==> images/met1.png <==
(12 px per um) Supply wires on this layer in grey.
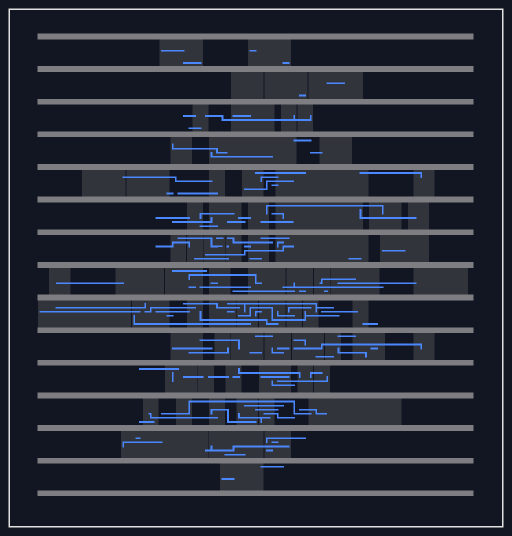
==> images/met2.png <==
(12 px per um)
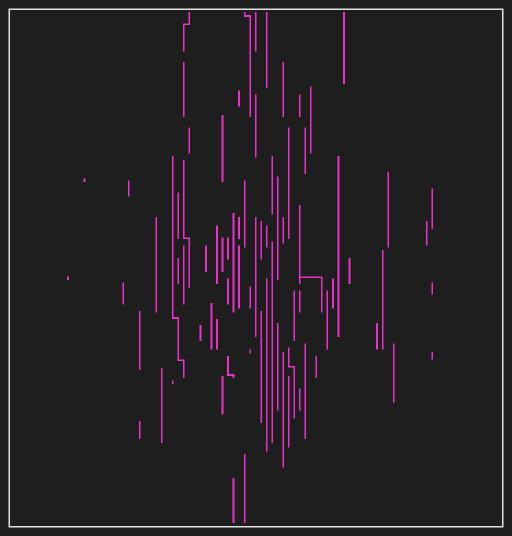
==> images/met3.png <==
(12 px per um)
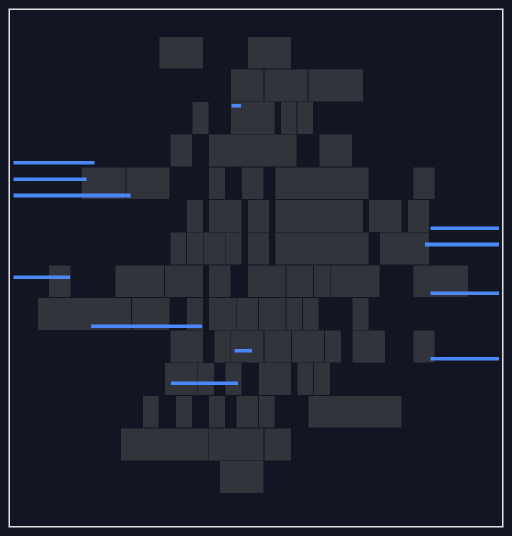
==> images/clock_map.png <==
(6 px per um)
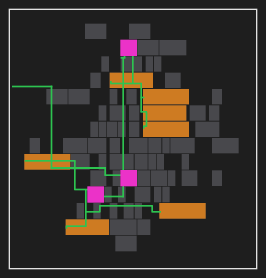
==> images/final_congestion.png <==
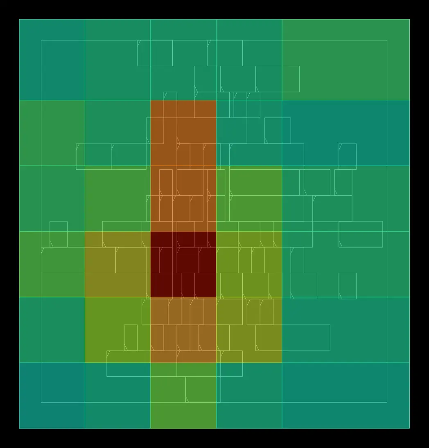
$ cat src/rtl/encoder_pkg.sv
// rtl/encoder_pkg.sv - shared constants, FSM state type and one-hot helper for priority_encoder_4x2
package encoder_pkg;

  localparam int N_REQ  = 4;
  localparam int CODE_W = 2;

  typedef enum logic {
    IDLE,
    PRESENT
  } state_t;

  function automatic logic [CODE_W-1:0] onehot_to_code(input logic [N_REQ-1:0] oh);
    return {oh[3] | oh[2], oh[3] | oh[1]};
  endfunction

endpackage

$ cat src/rtl/pri_pick4.sv
// rtl/pri_pick4.sv - combinational picker: first set bit searching upward from base, wrapping
module pri_pick4
  import encoder_pkg::*;
(
  input  logic [N_REQ-1:0]  req_set,
  input  logic [CODE_W-1:0] base,
  output logic [CODE_W-1:0] idx,
  output logic              any
);

  logic [2*N_REQ-1:0] dbl;
  logic [N_REQ-1:0]   rot;
  logic [N_REQ-1:0]   low;

  // Rotate so that 'base' lands on bit 0, isolate the lowest set bit, then undo the rotation.
  assign dbl = {req_set, req_set} >> base;
  assign rot = dbl[N_REQ-1:0];
  assign low = rot & (~rot + N_REQ'(1));
  assign idx = base + onehot_to_code(low);
  assign any = |req_set;

endmodule

$ cat src/rtl/priority_encoder_4x2.sv
// rtl/priority_encoder_4x2.sv - registered 4-to-2 priority encoder with sticky capture and valid/ack
// Optional rotating priority when ROUND_ROBIN_EN is defined; fixed priority (bit 3 highest) otherwise.
module priority_encoder_4x2
  import encoder_pkg::*;
(
  input  logic              clk,
  input  logic              rst,
  input  logic [N_REQ-1:0]  req,
  input  logic              en,
  input  logic              ack,
  output logic [CODE_W-1:0] code,
  output logic              valid,
  output logic [N_REQ-1:0]  pending
);

  state_t              state_q, state_d;
  logic [CODE_W-1:0]   code_q, code_d;
  logic [N_REQ-1:0]    pending_q, pending_d, clr;
  logic [N_REQ-1:0]    pick_set;
  logic [CODE_W-1:0]   pick_base, pick_idx, grant_code;
  logic                pick_any;

`ifdef ROUND_ROBIN_EN
  logic [CODE_W-1:0]   last_q;

  assign pick_set   = pending_q;
  assign pick_base  = last_q + 2'd1;
  assign grant_code = pick_idx;
`else
  // Bit-reversed set searched from 0 gives bit 3 first; invert the index to map it back.
  assign pick_set   = {pending_q[0], pending_q[1], pending_q[2], pending_q[3]};
  assign pick_base  = '0;
  assign grant_code = ~pick_idx;
`endif

  pri_pick4 u_pick (
    .req_set (pick_set),
    .base    (pick_base),
    .idx     (pick_idx),
    .any     (pick_any)
  );

  always_comb begin
    clr = '0;
    if (state_q == PRESENT && ack) clr[code_q] = 1'b1;
  end

  // Set wins over clear so a re-request on the acked bit stays pending.
  assign pending_d = (pending_q & ~clr) | (req & {N_REQ{en}});

  always_comb begin
    state_d = state_q;
    code_d  = code_q;
    case (state_q)
      IDLE: begin
        if (pick_any) begin
          code_d  = grant_code;
          state_d = PRESENT;
        end
      end
      PRESENT: begin
        if (ack) state_d = IDLE;
      end
    endcase
  end

  always_ff @(posedge clk) begin
    if (rst) begin
      state_q   <= IDLE;
      code_q    <= '0;
      pending_q <= '0;
`ifdef ROUND_ROBIN_EN
      last_q    <= 2'd3;
`endif
    end else begin
      state_q   <= state_d;
      code_q    <= code_d;
      pending_q <= pending_d;
`ifdef ROUND_ROBIN_EN
      if (state_q == IDLE && pick_any) last_q <= grant_code;
`endif
    end
  end

  assign code    = code_q;
  assign valid   = (state_q == PRESENT);
  assign pending = pending_q;

endmodule

$ cat config.mk
export PLATFORM = sky130hd
export DESIGN_NAME = priority_encoder_4x2
export DESIGN_NICKNAME = d
export VERILOG_FILES = /design/src/rtl/encoder_pkg.sv /design/src/rtl/pri_pick4.sv /design/src/rtl/priority_encoder_4x2.sv
export SDC_FILE = /design/constraint.sdc
export NUM_CORES = 1
export LEC_CHECK = 0
export ABC_AREA = 1
export CAP_MARGIN = 10
export CORE_AREA = 2 2 39 41
export DETAILED_ROUTE_END_ITERATION = 16
export DIE_AREA = 0 0 41 43
export PLACE_DENSITY = 0.61
export SKIP_CTS_REPAIR_TIMING = 1
export SYNTH_ARGS = -nofsm -noshare
export SYNTH_HDL_FRONTEND = slang
export SYNTH_SLANG_ARGS = --single-unit
$ cat constraint.sdc
create_clock -name clk -period 0.9 [get_ports clk]
set_input_delay 0.18 -clock clk [delete_from_list [all_inputs] [get_ports clk]]
set_output_delay 0.18 -clock clk [all_outputs]
set_load 0.005 [all_outputs]
==> run summary <==
Flow results follow.

The sequential cell area fraction in the yosys report is 0.452. The switching portion of total power comes to 0.289. The flip-flop count of the largest register after layout is 4. Warnings raised by the tools during the run amount to 27.

The maximum fanout along the worst path is 4. The final critical path time including I/O delays and setup is 0.931 ns. The capture point of the worst path is valid. The most repeated library cell on the critical path is sky130_fd_sc_hd__nand2_1. Clock buffers in the final layout number 4. Power attributed to the clock group is 296 uW. The worst-case reg-to-reg setup slack stands at -0.03 ns.

Warnings reported by Yosys during synthesis add up to 0. By count the netlist is led by sky130_fd_sc_hd__nand2_1 (15), sky130_fd_sc_hd__dfxtp_1 (7), sky130_fd_sc_hd__inv_1 (7). The cell group occupying the most layout area is buffers. Per the log, the first TritonRoute iteration ended with a DRC count of 8.

The die boundary height is 43 um. The wire length on met1 is 361 um. Per the finish-stage timing summary, setup violations number 3. The setup slack of the critical path after layout is -0.0305 ns. The global-route congestion overflow total is 0.

The first global-routing pass estimated 1.25 mm of wire. The total negative slack for setup checks is -0.0542 ns. CTS built an H-tree with a depth of 1. The highest metal layer used by the detailed router is met4. The final antenna-violating net count is 0. After layout, the design draws a total of 938 uW. The placement report lists the number of port buffers as 14. The checks that failed: negative setup slack.

The count of buffer and inverter cells on the critical path is 2. After clock tree synthesis, the clock-pin slew on the worst setup and hold paths is 0.06 ns. Per the post-synthesis stats, the area per cell is 6.75 um^2.

STA classifies the critical path endpoint as a register. The power in combinational cells is 282 uW. In this run, the synthesized area fraction spent on xor and xnor cells is recorded as 0. TritonCTS built the clock tree. The final timing summary puts the cycle share of the worst path at 1.03. The leakage dissipation is 0.000310 uW. The run finished, with violations left. The worst hold path startpoint is req[1]. The footprint of the multi-input gates is 159 um^2.
Notes on met1.png above:
main direction: horizontal
wire length on this layer: 362 um
longest straight run: 9.70 um
nets with wire on the layer: 70
share of all routed wire: 43%
met1 usage in global routing: 0.136
DR vias: 369
wirelength, routed: 832 um

Notes on met2.png above:
longest straight run: 16.7 um
main direction: vertical
nets with wire on the layer: 64
met2 Usage GRT: 0.131

Notes on met3.png above:
longest straight run: 9.40 um
nets with wire on the layer: 9
main direction: horizontal

Notes on clock_map.png above:
[magenta] cells driving clock nets | count: 3
[orange] flip-flops | count: 7
[green] clock wires | length: 127 um
routed clock nets: 4

Notes on final_congestion.png above:
GR peak layer: met1
post-layout utilization of the core: 0.423
GR Util All Layers: 0.113
average wire length per cell after detail routing: 9.35 um
met3 capacity usage during global routing: 0.0524

Power and IR drop assume default switching activity.
